`src/rtl/uart_pkg.sv`:
```
// Shared definitions for the FIFO-fed UART transmitter: frame width, default bit period
// and the transmitter state encoding.
package uart_pkg;

  localparam int unsigned UartDataBits   = 8;
  localparam int unsigned UartClksPerBit = 868;  // 100 MHz / 115200 baud

  typedef enum logic [2:0] {
    StIdle,
    StFetch,
    StLoad,
    StStart,
    StData,
    StStop
  } uart_state_e;

endpackage

```
`src/rtl/fifo_uart_tx_if.sv`:
```
// Upstream FIFO read port plus serial-side status of the UART transmitter.
// master = transmitter, slave = FIFO / line observer.
interface fifo_uart_tx_if;
  import uart_pkg::*;

  logic [UartDataBits-1:0] fifo_data;
  logic                    fifo_empty;
  logic                    fifo_read_en;
  logic                    tx;
  logic                    busy;
  logic                    tx_done;

  modport master (
    input  fifo_data,
    input  fifo_empty,
    output fifo_read_en,
    output tx,
    output busy,
    output tx_done
  );

  modport slave (
    output fifo_data,
    output fifo_empty,
    input  fifo_read_en,
    input  tx,
    input  busy,
    input  tx_done
  );

endinterface

```
`src/rtl/baud_counter.sv`:
```
// Bit-period timer: counts 0..CLKS_PER_BIT-1 while enabled and flags the last count.
module baud_counter
  import uart_pkg::*;
#(
  parameter int unsigned CLKS_PER_BIT = UartClksPerBit
) (
  input  logic clk,
  input  logic rst,
  input  logic enable,
  input  logic clear,
  output logic tick
);

  localparam int unsigned CntW = (CLKS_PER_BIT > 1) ? $clog2(CLKS_PER_BIT) : 1;
  localparam logic [CntW-1:0] LastCnt = CntW'(CLKS_PER_BIT - 1);

  logic [CntW-1:0] cnt_q, cnt_d;

  assign tick = enable && (cnt_q == LastCnt);

  always_comb begin
    cnt_d = cnt_q;
    if (clear || tick) begin
      cnt_d = '0;
    end else if (enable) begin
      cnt_d = cnt_q + 1'b1;
    end
  end

  always_ff @(posedge clk) begin
    if (!rst) begin
      cnt_q <= '0;
    end else begin
      cnt_q <= cnt_d;
    end
  end

endmodule

```
`src/rtl/fifo_uart_tx.sv`:
```
// 8N1 UART transmitter that pops bytes from an upstream FIFO. All outputs are registered.
// The integrating level must not write the FIFO in a cycle where fifo_read_en is high.
module fifo_uart_tx
  import uart_pkg::*;
#(
  parameter int unsigned CLKS_PER_BIT = UartClksPerBit,
  parameter int unsigned DATA_BITS    = UartDataBits
) (
  input logic            clk,
  input logic            rst,
  fifo_uart_tx_if.master bus
);

  localparam int unsigned IdxW = $clog2(DATA_BITS);
  localparam logic [IdxW-1:0] LastIdx = IdxW'(DATA_BITS - 1);

  uart_state_e          state_q, state_d;
  logic [DATA_BITS-1:0] shift_q, shift_d;
  logic [IdxW-1:0]      bit_idx_q, bit_idx_d;
  logic                 stop_done_q, stop_done_d;
  logic                 tx_q, tx_d;
  logic                 read_en_q, read_en_d;
  logic                 busy_q, busy_d;
  logic                 done_q;
  logic                 baud_en, baud_clr, baud_tick;

  assign baud_en  = (state_q == StStart) || (state_q == StData) || (state_q == StStop);
  assign baud_clr = (state_d != state_q);

  baud_counter #(
    .CLKS_PER_BIT(CLKS_PER_BIT)
  ) u_baud (
    .clk   (clk),
    .rst   (rst),
    .enable(baud_en),
    .clear (baud_clr),
    .tick  (baud_tick)
  );

  // tx is derived from the current state and registered, so the line trails the state by
  // one cycle; read_en and busy are derived from the next state and line up with it.
  always_comb begin
    state_d     = state_q;
    shift_d     = shift_q;
    bit_idx_d   = bit_idx_q;
    stop_done_d = 1'b0;
    tx_d        = 1'b1;
    case (state_q)
      StIdle: begin
        if (!bus.fifo_empty) state_d = StFetch;
      end
      StFetch: begin
        state_d = StLoad;
      end
      StLoad: begin
        shift_d = bus.fifo_data;
        state_d = StStart;
      end
      StStart: begin
        tx_d = 1'b0;
        if (baud_tick) begin
          state_d   = StData;
          bit_idx_d = '0;
        end
      end
      StData: begin
        tx_d = shift_q[0];
        if (baud_tick) begin
          shift_d   = shift_q >> 1;
          bit_idx_d = bit_idx_q + 1'b1;
          if (bit_idx_q == LastIdx) state_d = StStop;
        end
      end
      StStop: begin
        if (baud_tick) begin
          state_d     = StIdle;
          stop_done_d = 1'b1;
        end
      end
      default: begin
        state_d = StIdle;
      end
    endcase
    read_en_d = (state_d == StFetch);
    busy_d    = (state_d != StIdle);
  end

  always_ff @(posedge clk) begin
    if (!rst) begin
      state_q     <= StIdle;
      shift_q     <= '0;
      bit_idx_q   <= '0;
      stop_done_q <= 1'b0;
      tx_q        <= 1'b1;
      read_en_q   <= 1'b0;
      busy_q      <= 1'b0;
      done_q      <= 1'b0;
    end else begin
      state_q     <= state_d;
      shift_q     <= shift_d;
      bit_idx_q   <= bit_idx_d;
      stop_done_q <= stop_done_d;
      tx_q        <= tx_d;
      read_en_q   <= read_en_d;
      busy_q      <= busy_d;
      done_q      <= stop_done_q;  // pulses in the first IDLE cycle after STOP
    end
  end

  assign bus.tx           = tx_q;
  assign bus.fifo_read_en = read_en_q;
  assign bus.busy         = busy_q;
  assign bus.tx_done      = done_q;

endmodule

```
`src/flat_wrapper.sv`:
```
// flat-port wrapper written by rule: the top's interface ports become plain ports
module fifo_uart_tx_flat import uart_pkg::*;
#(
  parameter int unsigned CLKS_PER_BIT = UartClksPerBit,
  parameter int unsigned DATA_BITS    = UartDataBits
)
  (clk, rst, bus_fifo_data, bus_fifo_empty, bus_fifo_read_en, bus_tx, bus_busy, bus_tx_done);
  fifo_uart_tx_if bus_i ();
  input logic clk;
  input logic rst;
  input wire logic [$bits(bus_i.fifo_data)-1:0] bus_fifo_data;
  input wire logic [$bits(bus_i.fifo_empty)-1:0] bus_fifo_empty;
  output wire logic [$bits(bus_i.fifo_read_en)-1:0] bus_fifo_read_en;
  output wire logic [$bits(bus_i.tx)-1:0] bus_tx;
  output wire logic [$bits(bus_i.busy)-1:0] bus_busy;
  output wire logic [$bits(bus_i.tx_done)-1:0] bus_tx_done;
  assign bus_i.fifo_data = bus_fifo_data;
  assign bus_i.fifo_empty = bus_fifo_empty;
  assign bus_fifo_read_en = bus_i.fifo_read_en;
  assign bus_tx = bus_i.tx;
  assign bus_busy = bus_i.busy;
  assign bus_tx_done = bus_i.tx_done;
  fifo_uart_tx #(.CLKS_PER_BIT(CLKS_PER_BIT), .DATA_BITS(DATA_BITS)) u_core (.clk(clk), .rst(rst), .bus(bus_i));
endmodule
```
`config.mk`:
```
export PLATFORM = sky130hd
export DESIGN_NAME = fifo_uart_tx_flat
export DESIGN_NICKNAME = d
export VERILOG_FILES = /design/src/rtl/uart_pkg.sv /design/src/rtl/fifo_uart_tx_if.sv /design/src/rtl/baud_counter.sv /design/src/rtl/fifo_uart_tx.sv /design/src/flat_wrapper.sv
export SDC_FILE = /design/constraint.sdc
export NUM_CORES = 1
export LEC_CHECK = 0
export CAP_MARGIN = 10
export CORE_MARGIN = 4
export CORE_UTILIZATION = 59
export DETAILED_ROUTE_END_ITERATION = 8
export HOLD_SLACK_MARGIN = 0.15
export PLACE_DENSITY = 0.84
export SLEW_MARGIN = 20
export SYNTH_ARGS = -nofsm -noshare
export SYNTH_HDL_FRONTEND = slang
export SYNTH_HIERARCHICAL = 1
export SYNTH_SLANG_ARGS = --single-unit
export TNS_END_PERCENT = 10
```
`constraint.sdc`:
```
create_clock -name clk -period 4.1 [get_ports clk]
set_input_delay 0.615 -clock clk [delete_from_list [all_inputs] [get_ports clk]]
set_output_delay 0.615 -clock clk [all_outputs]
set_load 0.02 [all_outputs]
```
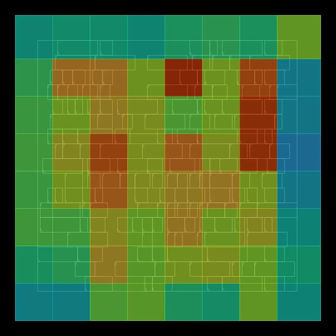
(congestion heat map)
Finished Core Util: 71.21%
fraction of met1 tracks used by global routing: 21.16%

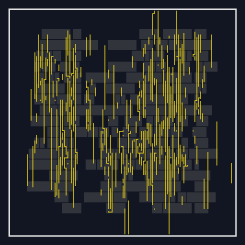
(the metal 2 layer)
Drawn at 4 px/µm.
longest straight run: 32.3 µm
main direction: vertical

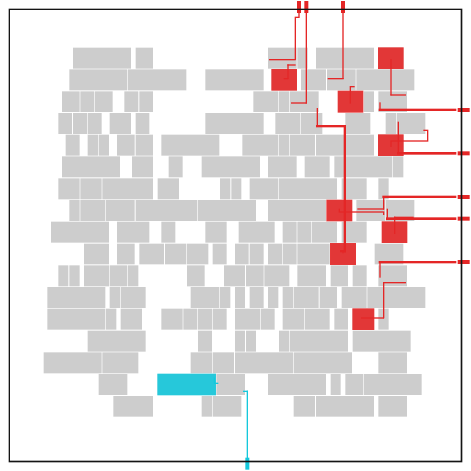
(I/O nets highlighted)
Drawn at 8 px/µm.
[bus_fifo_data] red | direction: input | end cells: 8 | buffers: 8 | wire: 150 µm
[bus_fifo_read_en] cyan | direction: output | end cells: 1 | buffers: 1 | wire: 9.90 µm

==> flow_metrics.env <==
# flow metrics
export IMPL_syn_inst=149
export IMPL_maxPowerGroup="sequential cells"
export IMPL_post_synthesis_cell_type_with_the_largest_instance_count="sky130_fd_sc_hd__dfxtp_1"
export IMPL_buffers=16
export IMPL_synth_cellmix_compoundShare_pct=21.32
export IMPL_clock_group_share_of_total_power_pct=32.0
export IMPL_maxClockFrequency_mhz=362.5
export IMPL_run_status="complete, no violations"
export IMPL_net_switching_power_mw=0.1291
export IMPL_die_width_um=56.34
export IMPL_max_stage_delay_ns=0.59
export IMPL_yosys_stat_chipArea_mm2=0.001379
export IMPL_final_wtd_congestion=0.8389
export IMPL_slew_headroom_pct=64.66
export IMPL_dieArea_mm2=0.003174
export IMPL_regArea_um2=580.6
export IMPL_post_dp_hpwl_um=1865
export IMPL_seq_area_share_pct=36.85
export IMPL_critPathMaxFanout=15
export IMPL_placement_stage_worst_setup_slack_ns=1.362
export IMPL_ys_async_sr_fraction_pct=0
export IMPL_vias_post_dr=1128
export IMPL_worstMarginPinSlew_ns=0.5271
export IMPL_clk_insertion_delay_late_ns=0.32
export IMPL_non_filler_instance_count_after_layout=191
export IMPL_ys_sh_mux_pct=2.178
export IMPL_num_clock_buffers=7
export IMPL_grt_pass1_wl_um=4629
export IMPL_cts_buffers=5
export IMPL_area_of_the_core_mm2=0.002212
export IMPL_postCtsHoldBufs=0
export IMPL_worstPathCellList="inv_1 > o21ai_0 > buf_4 > nand4b_1 > nor3_1 > buf_4 > nand4bb_1 > o221ai_1 > a21oi_2"
export IMPL_post_synth_xor_area_fraction_pct=2.541
export IMPL_postRouteWirelength_um=2623
export IMPL_routed_via_density=5.906
export IMPL_rsz0062_at_grt="no"
export IMPL_yosys_cell_types_count=43
export IMPL_placed_area_mm2=0.001520
export IMPL_slew_viol_final=0
export IMPL_power_sequential_total_mw=0.302
export IMPL_yosys_cells=149
export IMPL_cts_root_buffer_cell="sky130_fd_sc_hd__clkbuf_4"
final timing paths:
path,endpoint,slack [ns],cells after the start
setup / recovery,u_core/shift_q[3],1.34,9
hold / removal,u_core/bus.tx_done,0.44,1
setup reg to reg,u_core/shift_q[3],1.34,9
hold reg to reg,u_core/bus.tx_done,0.44,1
metal layers:
metal | GRT usage [%] | wire (µm) | vias up | share of wire [%]
met5 | 0 | 0 | - | 0
met4 | 10.17 | 62 | 0 | 2.4
met3 | 8.506 | 170 | 8 | 6.5
met2 | 29.72 | 1288 | 33 | 49
met1 | 21.16 | 1101 | 515 | 42
li1 | - | - | 572 | -
